### src/rtl/alu_sched.sv
// alu_sched: round-robin scheduler sharing one combinational ALU between two requesters
// Ports: clk/rst_n (async, active-low); req_valid/req_ready, req_a/req_b/req_sel/req_acc per requester;
// alu_a/alu_b/alu_sel drive the shared ALU, alu_out/alu_carry come back; rsp_valid/rsp_ready with
// rsp_data/rsp_carry/rsp_id carry the captured result. Optional macro ALU_SCHED_ACC_EN adds an accumulator.
module alu_sched #(
   parameter int W = 8
) (
   input  logic           clk,
   input  logic           rst_n,
   input  logic [1:0]     req_valid,
   output logic [1:0]     req_ready,
   input  logic [2*W-1:0] req_a,
   input  logic [2*W-1:0] req_b,
   input  logic [5:0]     req_sel,
   input  logic [1:0]     req_acc,
   output logic [W-1:0]   alu_a,
   output logic [W-1:0]   alu_b,
   output logic [2:0]     alu_sel,
   input  logic [W-1:0]   alu_out,
   input  logic           alu_carry,
   output logic           rsp_valid,
   input  logic           rsp_ready,
   output logic [W-1:0]   rsp_data,
   output logic           rsp_carry,
   output logic           rsp_id
);
   typedef enum logic [1:0] {IDLE, EXEC, RESP} state_t;
   state_t       state;
   logic         rr;
   logic         gnt;
   logic [W-1:0] op_a;
   // rr names the requester that wins a tie, i.e. the one not served last
   assign gnt       = (&req_valid) ? rr : req_valid[1];
   assign req_ready = (rst_n && state == IDLE && |req_valid) ? (gnt ? 2'b10 : 2'b01) : 2'b00;
   assign rsp_valid = state == RESP;
`ifdef ALU_SCHED_ACC_EN
   logic [W-1:0] acc;
   assign op_a = req_acc[gnt] ? acc : (gnt ? req_a[2*W-1:W] : req_a[W-1:0]);
   always_ff @(posedge clk or negedge rst_n)
      if (!rst_n) acc <= '0;
      else if (state == EXEC) acc <= alu_out;
`else
   logic unused_acc;
   assign unused_acc = ^req_acc;
   assign op_a = gnt ? req_a[2*W-1:W] : req_a[W-1:0];
`endif
   always_ff @(posedge clk or negedge rst_n)
      if (!rst_n) begin
         state     <= IDLE;
         rr        <= 1'b0;
         alu_a     <= '0;
         alu_b     <= '0;
         alu_sel   <= '0;
         rsp_data  <= '0;
         rsp_carry <= 1'b0;
         rsp_id    <= 1'b0;
      end else
         case (state)
            IDLE: if (|req_valid) begin
               state   <= EXEC;
               alu_a   <= op_a;
               alu_b   <= gnt ? req_b[2*W-1:W] : req_b[W-1:0];
               alu_sel <= gnt ? req_sel[5:3] : req_sel[2:0];
               rsp_id  <= gnt;
            end
            EXEC: begin
               state     <= RESP;
               rsp_data  <= alu_out;
               rsp_carry <= alu_carry;
            end
            RESP: if (rsp_ready) begin
               state <= IDLE;
               rr    <= ~rsp_id;
            end
            default: state <= IDLE;
         endcase
endmodule

### config.mk
export PLATFORM = sky130hd
export DESIGN_NAME = alu_sched
export DESIGN_NICKNAME = d
export VERILOG_FILES = /design/src/rtl/alu_sched.sv
export SDC_FILE = /design/constraint.sdc
export NUM_CORES = 1
export LEC_CHECK = 0
export ABC_CLOCK_PERIOD_IN_PS = 1400
export CAP_MARGIN = 20
export CORE_MARGIN = 10
export CORE_UTILIZATION = 30
export DETAILED_ROUTE_END_ITERATION = 10
export PLACE_DENSITY_LB_ADDON = 0.15
export SYNTH_ARGS = -nofsm -noshare
export SYNTH_HDL_FRONTEND = slang
export SYNTH_SLANG_ARGS = --single-unit
### constraint.sdc
create_clock -name clk -period 1.4 [get_ports clk]
set_input_delay 0.28 -clock clk [delete_from_list [all_inputs] [get_ports clk]]
set_output_delay 0.28 -clock clk [all_outputs]
set_load 0.005 [all_outputs]
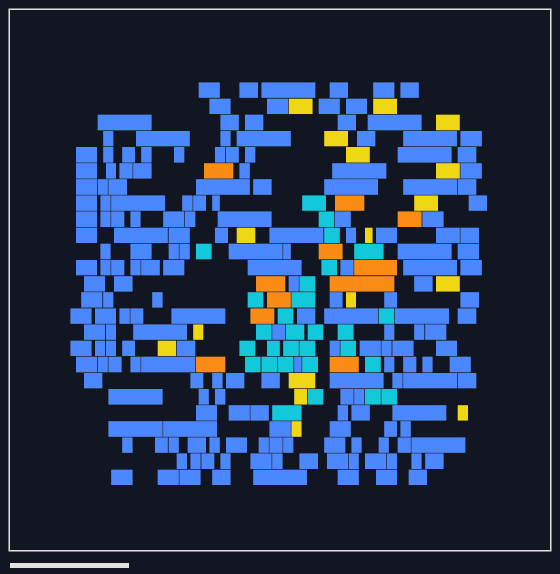
Fig. 1. Cell sizes after repair (run 1).
Scale bar: 20 microns.
| color | size | cells |
|---|---|---|
| cyan | x3 and x4 | 29 |
| orange | x6 and larger | 11 |
| yellow | x2 | 17 |
| blue | x1 and smaller | 197 |

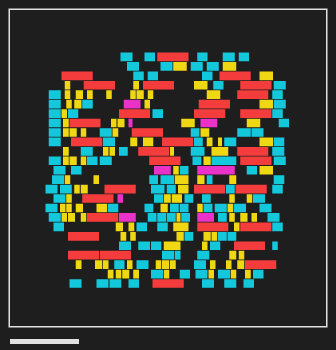
Fig. 2. Cells colored by class (run 1).
Scale bar: 20 microns.
| color | class | cells |
|---|---|---|
| magenta | clock drivers and dummy loads | 8 |
| cyan | remaining buffers and delay cells | 111 |
| red | sequential cells | 32 |
| yellow | remaining logic cells | 103 |
Site Rows: 25
Core Area: 4820 sq um

==> reports/qor.yml, run 1 <==
floorplan:
  die_h_microns: 91.0
  fp_util: 0.314
  num_io_pins: 86
  nWellTaps: 67
sta:
  worst_slew_margin_rel: 0.786
  setup_viol: 2
  setup_slack_ps: -110
  hold_ws_ps: 40.6
  hold_viol: 0
run_status:
  status: "finished with violations"
  failed_checks: "negative setup slack"
critical_path:
  required_ps: 1120
  critical_path.top_delay_family: "flip-flops"
  r2r_cells: 7
  cp-end-kind: "output pin"
  critPathArrivalTime_ps: 1230
  cp_max_fo: 3
clock_tree:
  h-tree-depth: 2
  cts_resized: 48
  cts_sinks: 32
  cts_setup_buffers: 4
  root_buffer: "clkbuf_8"
final_layout:
  buf_share: 0.381
  nonClockInverterCount: 3
  final_cells: 321
  ff_latch_area_sq_um: 801
  n_all_buffers: 111
synth:
  yosys_most_used_dff: "dfrtp_1"
  ys_seq_elements: 32
  simple_gate_share: 0.114
  syn_inst: 150
  ys_cells: 150
  topCombFamilyByArea: "AND-OR/OR-AND gates"
  synth_warnings: 0
  edf_count: 0
power_and_ir_drop:
  switchingPower_mw: 1.73
  sw_frac_of_total: 0.337
  finalPower_mw: 5.11
  p_leak_nw: 1.14
  pg_comb_mw: 2.59
  powerDensity_nw_per_um2: 1920
detailed_routing:
  first_pass_iters: 4
  drt_iter0_drc: 72
  postRouteAntennaNets: 0
  vias_per_cell: 4.88
placed_design:
  place_hpwl_microns: 3970
grt:
  grt_use_met2: 0.223
job:
  drv_cap: 0
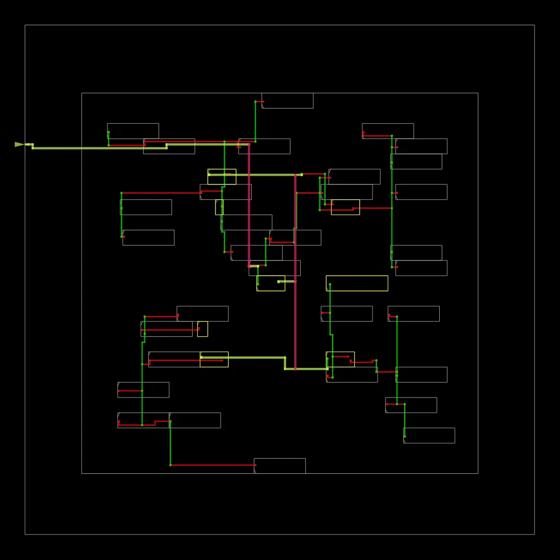
Fig. 3. The clock network (run 1).
clock buf count: 6
clock buffer count from CTS: 5
Clk power: 0.878 mW
Latency at later pin: 290 ps
registers: 32

Fig. 4: run 1, pin map
Pins as bars across the die edge, other pins in gray.
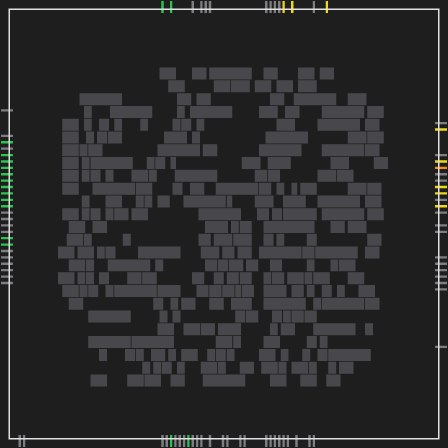

==> inputs of run 2 (changes only) <==
- CAP_MARGIN: 20 -> default
- CORE_UTILIZATION: 30 -> 38
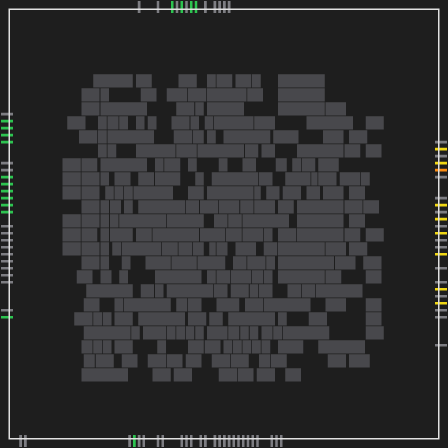
Fig. 5. Pin map (run 2).
Pins as bars across the die edge, other pins in gray.
| color | port | pins | direction | edge |
|---|---|---|---|---|
| yellow | rsp_data | 8 | output | right |
| orange | rsp_valid | 1 | output | right |
| green | req_a | 16 | input | 11 left, 4 top, 1 bottom |
IO Port Bufs: 83
Die Height: 83.1 microns
die width: 83.1 microns

==> run 2 against run 1 <==
Effect of this change:
- the run still ends with negative setup slack left
- utilization increased by 19 points
- sequential share of layout area decreased by 1.5 points
- clock-buffer cell count decreased by 1
- worst hold slack improved by 390 ps
- cell area increased by 5.1%
- sequential power about the same
- routed wire length increased by 0.81%
- non-clock buffer count unchanged
- critical endpoint unchanged
- largest cell class unchanged
==> reports/qor.yml, run 2 <==
final_layout:
  nonClockInverterCount: 3
  ff_latch_area_sq_um: 801
  final_cells: 302
  clockBufferCount: 5
  buf_share: 0.379
power_and_ir_drop:
  sw_frac_of_total: 0.347
  powerClk_mw: 0.879
  switchingPower_mw: 1.91
  pg_comb_mw: 2.96
clock_tree:
  root_buffer: "clkbuf_8"
  clock_latency_ps: 290
  cts_resized: 51
  h-tree-depth: 2
  cts_buffers: 5
  cts_setup_buffers: 4
run_status:
  status: "finished with violations"
  failed_checks: "negative setup slack"
synth:
  ys_cells: 150
  synth_warnings: 0
  ys_seq_elements: 32
  topCombFamilyByArea: "AND-OR/OR-AND gates"
  yosys_most_used_dff: "dfrtp_1"
detailed_routing:
  vias_per_cell: 5.40
  first_pass_iters: 4
  drt_iter0_drc: 95
  postRouteAntennaNets: 0
floorplan:
  fp_util: 0.404
  core_area_sq_um: 3740
  num_io_pins: 86
critical_path:
  cp-end-kind: "output pin"
  critPathArrivalTime_ps: 1330
  required_ps: 1120
  critical_path.top_delay_family: "flip-flops"
sta:
  hold_ws_ps: 432
  setup_viol: 22
  setup_slack_ps: -205
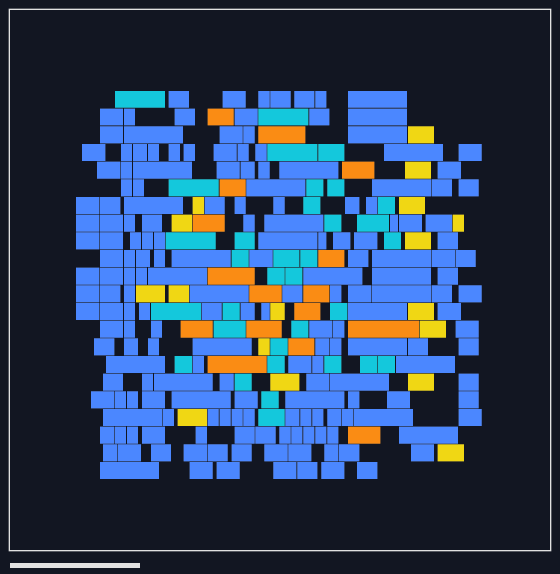
Fig. 6. Cell sizes after repair (run 2).
Scale bar: 20 microns.
| color | size | cells |
|---|---|---|
| blue | x1 and smaller | 188 |
| cyan | x3 and x4 | 33 |
| orange | x6 and larger | 16 |
| yellow | x2 | 17 |
Setup WS post-layout: -205 ps
Non-clk bufs: 111

Power figures rest on the tool's default switching activity, not on a simulated workload.
